==> run_1/m1.png <==
The bar under the picture is 20 microns long.
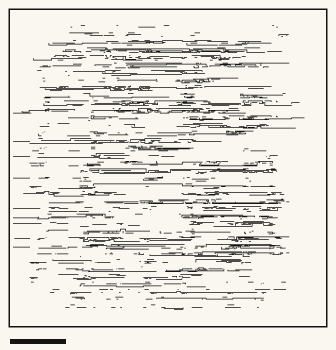
==> run_1/m2.png <==
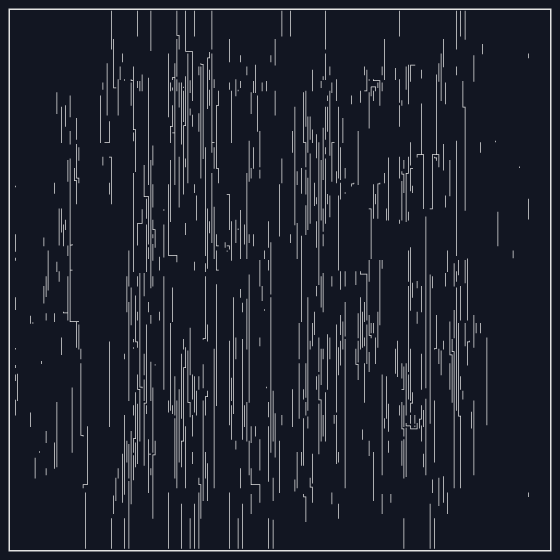
==> run_1/m3.png <==
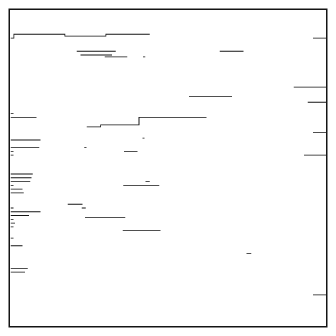
### config.mk
export PLATFORM = sky130hd
export DESIGN_NAME = logic_unit_seq
export DESIGN_NICKNAME = d
export VERILOG_FILES = /design/src/rtl/logic_unit_pkg.sv /design/src/rtl/logic_slice.sv /design/src/rtl/logic_unit_seq.sv
export SDC_FILE = /design/constraint.sdc
export NUM_CORES = 1
export LEC_CHECK = 0
export ABC_AREA = 1
export CELL_PAD_IN_SITES_DETAIL_PLACEMENT = 0
export CELL_PAD_IN_SITES_GLOBAL_PLACEMENT = 2
export CORE_MARGIN = 4
export CORE_UTILIZATION = 28
export DETAILED_ROUTE_END_ITERATION = 10
export PLACE_DENSITY_LB_ADDON = 0.1
export SETUP_SLACK_MARGIN = 0.15
export SLEW_MARGIN = 5
export SYNTH_ARGS = -nofsm -noshare
export SYNTH_HDL_FRONTEND = slang
export SYNTH_HIERARCHICAL = 1
export SYNTH_SLANG_ARGS = --single-unit
### constraint.sdc
create_clock -name clk -period 2.33 [get_ports clk]
set_input_delay 0.466 -clock clk [delete_from_list [all_inputs] [get_ports clk]]
set_output_delay 0.466 -clock clk [all_outputs]
set_load 0.03 [all_outputs]
### src/rtl/logic_unit_pkg.sv
// Shared definitions for the sequential bitwise logic unit: op codes and FSM states.
package logic_unit_pkg;

  localparam logic [2:0] OP_AND  = 3'b000;
  localparam logic [2:0] OP_OR   = 3'b001;
  localparam logic [2:0] OP_XOR  = 3'b010;
  localparam logic [2:0] OP_NAND = 3'b011;
  localparam logic [2:0] OP_NOR  = 3'b100;
  localparam logic [2:0] OP_XNOR = 3'b101;
  localparam logic [2:0] OP_ANDN = 3'b110;
  localparam logic [2:0] OP_NOTA = 3'b111;

  typedef enum logic [1:0] {
    IDLE = 2'd0,
    BUSY = 2'd1,
    DONE = 2'd2
  } state_t;

endpackage

### src/rtl/logic_slice.sv
// Combinational bitwise operator applied to one SLICE-bit chunk of the operands.
module logic_slice
  import logic_unit_pkg::*;
#(
  parameter int SLICE = 4
) (
  input  logic [2:0]       op,
  input  logic [SLICE-1:0] a_s,
  input  logic [SLICE-1:0] b_s,
  output logic [SLICE-1:0] y_s
);

  always_comb begin
    y_s = '0;
    case (op)
      OP_AND:  y_s = a_s & b_s;
      OP_OR:   y_s = a_s | b_s;
      OP_XOR:  y_s = a_s ^ b_s;
      OP_NAND: y_s = ~(a_s & b_s);
      OP_NOR:  y_s = ~(a_s | b_s);
      OP_XNOR: y_s = ~(a_s ^ b_s);
      OP_ANDN: y_s = a_s & ~b_s;
      OP_NOTA: y_s = ~a_s;
      default: y_s = '0;
    endcase
  end

endmodule

### src/rtl/logic_unit_seq.sv
// Multi-cycle bitwise logic unit: processes SLICE bits per clock under a start/done
// handshake and reports Z/N/C/V flags for the ALU result mux.
module logic_unit_seq
  import logic_unit_pkg::*;
#(
  parameter int WIDTH = 16,
  parameter int SLICE = 4
) (
  input  logic             clk,
  input  logic             rst,
  input  logic             start,
  input  logic [2:0]       op,
  input  logic [WIDTH-1:0] a,
  input  logic [WIDTH-1:0] b,
  output logic             ready,
  output logic             done,
  output logic [WIDTH-1:0] result,
  output logic             Z,
  output logic             N,
  output logic             C,
  output logic             V
);

  localparam int NSL  = WIDTH / SLICE;
  localparam int IDXW = (NSL > 1) ? $clog2(NSL) : 1;

  if (WIDTH < 2 || SLICE < 1 || (WIDTH % SLICE) != 0) begin : g_bad_cfg
    $error("logic_unit_seq: WIDTH must be >= 2 and a multiple of SLICE");
  end

  state_t            state;
  logic [IDXW-1:0]   idx;
  logic [2:0]        op_q;
  logic [WIDTH-1:0]  a_q;
  logic [WIDTH-1:0]  b_q;
  logic [SLICE-1:0]  a_s;
  logic [SLICE-1:0]  b_s;
  logic [SLICE-1:0]  y_s;
  logic [WIDTH-1:0]  res_nxt;
  logic              last;
  logic              accept;

  assign ready  = (state == IDLE);
  assign accept = ready & start;
  assign last   = (idx == IDXW'(NSL - 1));

  assign a_s = a_q[SLICE*int'(idx) +: SLICE];
  assign b_s = b_q[SLICE*int'(idx) +: SLICE];

  logic_slice #(.SLICE(SLICE)) u_slice (
    .op  (op_q),
    .a_s (a_s),
    .b_s (b_s),
    .y_s (y_s)
  );

  // Result as it will look after the current slice is written; flags come from this.
  always_comb begin
    res_nxt = result;
    res_nxt[SLICE*int'(idx) +: SLICE] = y_s;
  end

  // Operand latches: pure data, captured on accept only.
  always_ff @(posedge clk) begin
    if (accept) begin
      op_q <= op;
      a_q  <= a;
      b_q  <= b;
    end
  end

  always_ff @(posedge clk or posedge rst) begin
    if (rst) begin
      state  <= IDLE;
      idx    <= '0;
      result <= '0;
      done   <= 1'b0;
      Z      <= 1'b0;
      N      <= 1'b0;
      C      <= 1'b0;
      V      <= 1'b0;
    end else begin
      done <= 1'b0;
      case (state)
        IDLE: begin
          if (start) begin
            state  <= BUSY;
            idx    <= '0;
            result <= '0;
          end
        end
        BUSY: begin
          result <= res_nxt;
          idx    <= idx + IDXW'(1);
          if (last) begin
            Z     <= (res_nxt == '0);
            N     <= res_nxt[WIDTH-1];
            C     <= 1'b0;
            V     <= 1'b0;
            done  <= 1'b1;
            state <= DONE;
          end
        end
        DONE:    state <= IDLE;
        default: state <= IDLE;
      endcase
    end
  end

endmodule

==> results.cfg, run 1 <==
; flow metrics
[run_status]
status = finished, violations left
failed_checks = setup timing

[flow_run]
warning_count = 42

[timing]
layout_setup_ws_ns = -0.174
setup_viol = 11
whs_ns = 0.463
finalCriticalPeriod_ns = 2.50
hold_violations = 0
report.final.slew_viol_count = 0

[critical_path]
worstSetupStartpointType = flip-flop
critPathArrivalTime_ns = 2.74
startpoint = idx[0]$_DFFE_PP0P_

[clock_tree]
clockBufferDepth = 2
clk_pin_slew_ns = 0.08

[grt]
globalRouteMet2Util_pct = 20.4
grt-ovfl-total = 0
grt_pass1_wl_mm = 14.0
grt-busiest-layer = met2

[pwr]
p_int_mw = 3.90
combPwrFrac_pct = 63.3

[route]
via_count = 2705
vias_per_cell = 4.41

[finish]
nNetsFinal = 525
drive_gt1_share_pct = 32.3

[logic_synthesis]
top_cell_area_share_pct = 33.5
synthArstFlopShare_pct = 39.7
ys_warn_count = 6
synth-cells-yosys = 352
flop_cell = edfxtp_1

[die]
dieWidth_microns = 114

[worst_hold_path]
min_path_type = in2async
Back to the opening pictures, m1.png:
wire length on this layer: 4350 microns
nets with wire on the layer: 478

Back to the opening pictures, m2.png:
longest straight run: 36.0 microns
wire length on this layer: 3970 microns

Back to the opening pictures, m3.png:
nets with wire on the layer: 39
wire length on this layer: 343 microns
main direction: horizontal

[run 1: cell usage in the layout, fill, tap and decap left out, types with 2 or more instances in the layout]
master / count
conb_1: 2
dfrtp_1: 22
nor2_2: 11
nand3b_1: 4
buf_12: 2
nand2_1: 56
inv_1: 34
o22ai_4: 3
o21ai_1: 9
a22o_1: 9
nand2_2: 8
o22ai_1: 4
edfxtp_1: 35
nor2_4: 5
inv_6: 2
o22ai_2: 7
ha_4: 6
nand3_1: 13
buf_4: 45
ha_1: 11
clkinv_4: 3
clkbuf_8: 9
nand3_4: 3
clkinv_2: 3
clkdlybuf4s50_1: 57
nand4_1: 8
o21ai_2: 7
o21ai_4: 2
o21ai_0: 5
nor2_1: 50
inv_2: 12
buf_6: 11
nand3_2: 6
[run 1: layout make-up]
cell class | instances | area [sq um] | area share [%]
clock inverters | 7 | 77.6 | 1.58
flip-flops and latches | 58 | 1630 | 33.2
well taps | 140 | 175 | 3.58
multi-input cells | 234 | 1590 | 32.4
repair inverters | 1 | 5.00 | 0.102
inverters | 48 | 186 | 3.81
repair buffers | 117 | 1110 | 22.7
clock buffers | 9 | 124 | 2.53
[run 1: kinds of logic (layout without fill, tap and decap cells)]
kind of cell	Yosys count	count (layout)	synth area share [%]
AND/OR/NAND/NOR	165	165	22.5
buffers and inverters	61	182	8.74
flip-flops	58	58	51.9
AND-OR/OR-AND	49	49	9.54
adder cells (fa/ha/maj)	18	18	7.19
other	1	2	0.120
[run 1: repair_timing]
item	CTS	global route
setup endpoints to repair	18	18
pin swaps	3	46
gates resized	29	82
buffers inserted	5	7
cloned	0	2
[run 1: power by group through the flow]
stage	clock network (mW)	registers, mW	logic, mW
after global placement	0	1.57	3.35
after floorplan	0	1.77	1.74
final	0.957	1.58	4.38
after CTS	0.991	1.56	3.61
after global routing	1.04	1.61	4.81
after detailed placement	0	1.57	3.35
[run 1: per-stage QoR]
step / instance area, sq um / setup WS [ns] / util, % / setup TNS, ns / power [mW]
after CTS: 4520 / -0.156 / 41.5 / -0.535 / 6.16
after detailed placement: 4180 / -0.319 / 38.4 / -2.52 / 4.92
after global placement: 4180 / -0.298 / 38.4 / -2.38 / 4.92
final: 4900 / -0.174 / 45.0 / -0.667 / 6.91
after global routing: 4900 / -0.396 / 45.0 / -3.31 / 7.47
after floorplan: 3170 / 0.0537 / - / 0 / 3.51
[run 1: metal layers]
layer  vias up  part of all wire, %
met5         -                    0
met4         0                  1.4
met3         9                  3.9
met2        58                   45
met1      1240                   50
li1       1398                    -
[run 1: critical path: stages, from the launching register on]
cell	delay, ns
dfrtp_2	0.46
buf_8	0.15
buf_12	0.14
o21ai_2	0.06
o22ai_2	0.21
inv_2	0.08
ha_4	0.27
nand4_1	0.10
nand2_2	0.11
nor2_4	0.05
nand3_4	0.08
buf_4	0.11
nand3_2	0.10
o21ai_1	0.18
nor2_1	0.07
nand2_1	0.09
nor2_1	0.05
nand2_1	0.06
nand2_1	0.05
[run 1: sequential cells by signal (all words and copies together) (netlist names), 2 cells and up]
register  flops
a_q          16
b_q          16
result       16
op_q          3
idx           2
state         2
==> run 2: changes to the inputs <==
- CORE_UTILIZATION: 28 -> 34
- clock period: 2.33 -> 2.9 ns (I/O delays scaled with it)
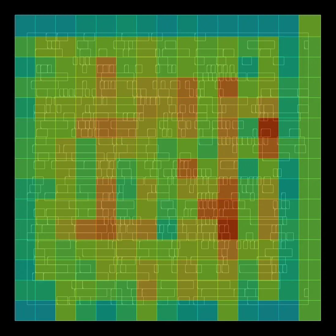
(run_2/congestion_map.png)
grt met1 use: 21.9%
GR met2 Demand/Resource: 22.3%
Global Route met3 Usage: 3.72%

==> run 2 against run 1 <==
The run now ends clean. Core utilization grew 3.1 points. Clock skew shrank 0.0014 ns. Global-route usage grew 1.2 points. Die size shrank 16%. Flip-flop count is the same. Clock power shrank 11%. Final area shrank 13%. Sequential share of layout area grew 5.1 points. Worst hold slack gained 0.038 ns. Power shrank 33%. Cell count shrank 12%. Critical endpoint unchanged. Largest cell class unchanged.
==> results.cfg, run 2 <==
; flow metrics
[worst_hold_path]
min_path_type = reg2reg

[timing]
report.final.slew_viol_count = 0
fin_crit_sh_pct = 86.2
setup_viol = 0
layout_setup_ws_ns = 0.401
hold_violations = 0
slew_headroom_pct = 64.9
setup_tns_ns = 0
whs_ns = 0.502

[finish]
fin_cells = 540
lay_top_cells = nand2_1, nor2_1, clkdlybuf4s50_1
reg.largest.list = a_q x16, b_q x16, result x16
nNetsFinal = 483
layout.cell_area.non_filler_sq_um = 4250
post-route-util_pct = 48.0
drive_gt1_share_pct = 15.3
layout.cells.most_common = nand2_1

[logic_synthesis]
synth-cells-yosys = 352
synthArstFlopShare_pct = 39.7
synth-edff-count = 35
top_cell_area_share_pct = 33.5
synth_cell_types = 25
synthMostInstantiatedCell = nand2_1
ys_warn_count = 6
flop_cell = edfxtp_1

[clock_tree]
clockBufferDepth = 2
clk_pin_slew_ns = 0.07

[die]
dieWidth_microns = 104

[critical_path]
cpMostUsedCell = nand2_1
worstSetupStartpointType = flip-flop
worstPathCellList = clkinvlp_4, buf_6, o21ai_1, o22ai_2, inv_2, ha_4, inv_1, nand2_1, nand2_1, nor2_2, nand3_2, nand2_1, nor2_1, nor2_1, nand2_1, nor2_1, nand2_1, nor2_1, nand2_1, nand2_1
worstPathMaxFanout = 5
critPathArrivalTime_ns = 2.77
crit_required_ns = 3.18
slowest_delay_ns = 0.42
cp_slowest_cell = dfrtp_1

[placement]
post-place-ws_ns = 0.156
placed_cell_area_sq_um = 3830

[route]
via_count = 2564
drc_errors = 0
vias_per_cell = 4.75

[pwr]
finalPower_mw = 4.65

[grt]
grt-ovfl-total = 0
grt-busiest-layer = met2
grt_pass1_wl_mm = 13.0

[flow_run]
warning_count = 39

[run_status]
status = completed
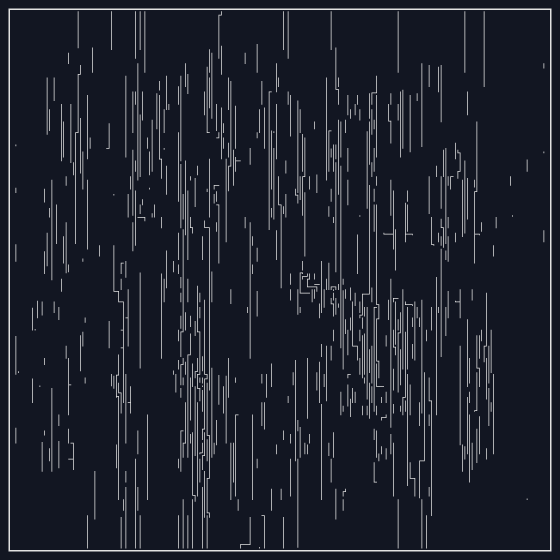
(run_2/m2.png)
wire length on this layer: 3450 microns
nets with wire on the layer: 373
main direction: vertical
share of all routed wire: 43%
longest straight run: 35.0 microns

## run 2: what timing repair did
item / in CTS / in global routing
endpoints found under the setup margin: 1 / 7
gates resized: 1 / 28
buffers inserted: 0 / 8
gates cloned: 0 / 0
pin swaps: 0 / 9
## run 2: final cells by class
| type | count | area [sq um] | area share, % |
|---|---|---|---|
| clock buffer | 9 | 124 | 2.91 |
| tap | 108 | 135 | 3.18 |
| clock inverter | 7 | 101 | 2.38 |
| timing repair buffer | 76 | 741 | 17.4 |
| inverter | 48 | 189 | 4.45 |
| sequential | 58 | 1630 | 38.3 |
| multi-input combinational | 234 | 1330 | 31.4 |
## run 2: critical path, delay by kind of cell (launching register included)
family,cells,cell delay (ns)
buf+inv,4,0.40
simple gates,13,1.04
flops,1,0.42
compound gates,2,0.29
fa+ha+maj,1,0.27
## run 2: cell families after synthesis
family	Yosys count	synth area share, %
other	1	0.120
AOI/OAI and AO/OA	49	9.54
adders and majority gates	18	7.19
buffers and inverters	61	8.74
DFF	58	51.9
and+or+nand+nor	165	22.5
## run 2: report_power, final
| group | internal (mW) | switching, mW |
|---|---|---|
| Combinational | 0.997 | 1.54 |
| Sequential | 1.12 | 0.147 |
| Clock | 0.489 | 0.359 |
| Total | 2.61 | 2.05 |
## run 2: final timing paths
check / startpoint / end / slack, ns
worst max register to register: idx[1]$_DFFE_PP0P_ / Z$_DFFE_PP0P_ / 0.40
worst min register to register: N$_DFFE_PP0P_ / N$_DFFE_PP0P_ / 0.50
worst max-delay path: idx[1]$_DFFE_PP0P_ / Z$_DFFE_PP0P_ / 0.40
worst min-delay path: N$_DFFE_PP0P_ / N$_DFFE_PP0P_ / 0.50
max in group asynchronous: rst / idx[0]$_DFFE_PP0P_ / 2.06
min in group asynchronous: rst / result[12]$_DFFE_PP0P_ / 0.59
## run 2: metal layers
metal	vias to the layer above	routed length [microns]
met1	1185	4080
li1	1318	-
met2	55	3450
met5	-	0
met3	6	346
met4	0	57
==> run 3: changes to the inputs <==
- MAX_ROUTING_LAYER: unset -> met4
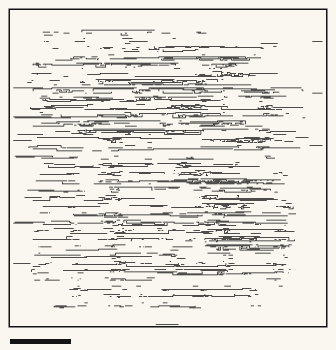
(run_3/m1.png)
The bar under the picture is 20 microns long.
nets with wire on the layer: 437
wire length on this layer: 4100 microns
share of all routed wire: 52%
Total Wirelength: 7.96 mm
grt met1 use: 22.1%
DR vias: 2568

==> run 3 against run 2 <==
Sequential share of layout area unchanged. Area after synthesis is the same. Via count increased by 0.16%. First-iteration DRC count shrank 13%. Power increased by 0.12%. Die size unchanged. Final area stayed put. Worst setup slack got worse by 0.013 ns. Register-to-register slack barely moved. Sequential power about the same. Worst hold slack improved by 0.0040 ns. Largest cell class unchanged. Largest power group unchanged.
==> results.cfg, run 3 <==
; flow metrics
[logic_synthesis]
synthMostInstantiatedCell = nand2_1
synthArstFlopShare_pct = 39.7
synth-cells-yosys = 352
top_cell_area_share_pct = 33.5
synth-edff-count = 35
synth_cell_types = 25
flop_cell = edfxtp_1
ys_warn_count = 6

[finish]
nNetsFinal = 483
drive_gt1_share_pct = 15.3
layout.cells.most_common = nand2_1
layout.cell_area.non_filler_sq_um = 4250
lay_top_cells = nand2_1, nor2_1, clkdlybuf4s50_1

[grt]
grt_pass1_wl_mm = 13.0
grt-ovfl-total = 0

[critical_path]
worstSetupStartpointType = flip-flop
worstPathMaxFanout = 5
critPathArrivalTime_ns = 2.79

[flow_run]
warning_count = 39

[placement]
placed_cell_area_sq_um = 3830

[run_status]
status = completed

[pwr]
seq_power_share_pct = 27.2
combPwrFrac_pct = 54.6
p_clk_share_pct = 18.2
p_int_mw = 2.61
netSwitchingFraction_pct = 44.0

[timing]
slew_headroom_pct = 64.6
setup_tns_ns = 0
setup_viol = 0
report.final.slew_viol_count = 0
hold_violations = 0

[clock_tree]
clockBufferDepth = 2
clk_pin_slew_ns = 0.07

[route]
vias_per_cell = 4.76
drc_errors = 0

[die]
dieWidth_microns = 104

[worst_hold_path]
min_path_type = reg2reg
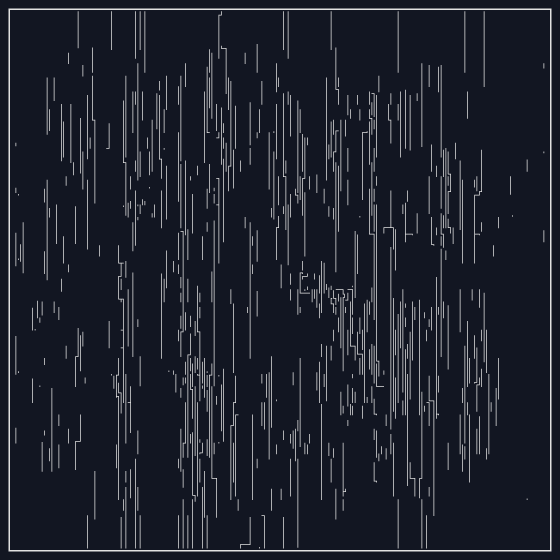
(run_3/m2.png)
longest straight run: 35.0 microns
wire length on this layer: 3470 microns
nets with wire on the layer: 379
main direction: vertical

-- run 3: cell counts after synthesis --
No cell type changed its count.
-- run 3: power by group through the flow --
stage	Sequential, mW	Clock, mW	Combinational [mW]
5_1_grt	1.30	0.911	2.84
4_1_cts	1.26	0.870	2.28
3_5_place_dp	1.27	0	2.26
6_report	1.27	0.847	2.54
2_1_floorplan	1.42	0	1.35
3_3_place_gp	1.27	0	2.26
-- run 3: timing repair --
item,in CTS,in global routing
pin swaps,0,9
gates resized,1,28
hold buffers,0,0
setup endpoints to repair,1,7
setup buffers,0,8
cloned,0,0
-- run 3: worst paths after layout --
kind | start | endpoint | slack, ns | cells after the start
max | idx[1]$_DFFE_PP0P_ | Z$_DFFE_PP0P_ | 0.39 | 20
min | N$_DFFE_PP0P_ | N$_DFFE_PP0P_ | 0.51 | 2
max reg2reg | idx[1]$_DFFE_PP0P_ | Z$_DFFE_PP0P_ | 0.39 | 20
min reg2reg | N$_DFFE_PP0P_ | N$_DFFE_PP0P_ | 0.51 | 2
max in group asynchronous | rst | idx[0]$_DFFE_PP0P_ | 2.05 | 3
min in group asynchronous | rst | result[12]$_DFFE_PP0P_ | 0.59 | 3
-- run 3: kinds of logic (layout without fill, tap and decap cells) --
logic type                 after synthesis  after routing  synth area share (%)
DFF                                     58             58                  51.9
other                                    1              2                 0.120
buffers and inverters                   61            140                  8.74
AOI/OAI and AO/OA                       49             49                  9.54
and+or+nand+nor                        165            165                  22.5
adders and majority gates               18             18                  7.19
-- run 3: final cells by class --
class,count,area (sq um)
fillers,872,4600
flip-flops and latches,58,1630
multi-input cells,234,1330
repair buffers,76,741
inverters,48,189
well taps,108,135
clock buffers,9,124
clock inverters,7,101
-- run 3: per-layer routing --
| metal | share of wire [%] | global-route usage (%) |
|---|---|---|
| met1 | 52 | 22.1 |
| met5 | 0 | - |
| met3 | 4.2 | 3.23 |
| met4 | 0.67 | 3.80 |
| met2 | 44 | 22.4 |
-- run 3: stage by stage --
step                hold slack [ns]  util [%]  std cells  power, mW  setup WS, ns
floorplan                     0.542         -        353       2.78         0.452
global placement              0.471      43.3        516       3.53         0.207
detailed placement            0.497      43.3        516       3.53         0.156
CTS                           0.514      45.9        532       4.40         0.168
global route                  0.544      48.0        540       5.05         0.134
finish                        0.506      48.0        540       4.66         0.388
-- run 3: critical path, stage by stage (launching register included) --
cell and delay, ns:
dfrtp_1 0.41, clkinvlp_4 0.14, buf_6 0.14, o21ai_1 0.08, o22ai_2 0.21, inv_2 0.09
ha_4 0.27, inv_1 0.03, nand2_1 0.05, nand2_1 0.06, nor2_2 0.12, nand3_2 0.13
nand2_1 0.09, nor2_1 0.06, nor2_1 0.12, nand2_1 0.08, nor2_1 0.09, nand2_1 0.06
nor2_1 0.08, nand2_1 0.06, nand2_1 0.05
No activity file was given, so power comes from the tool's default toggle rates.
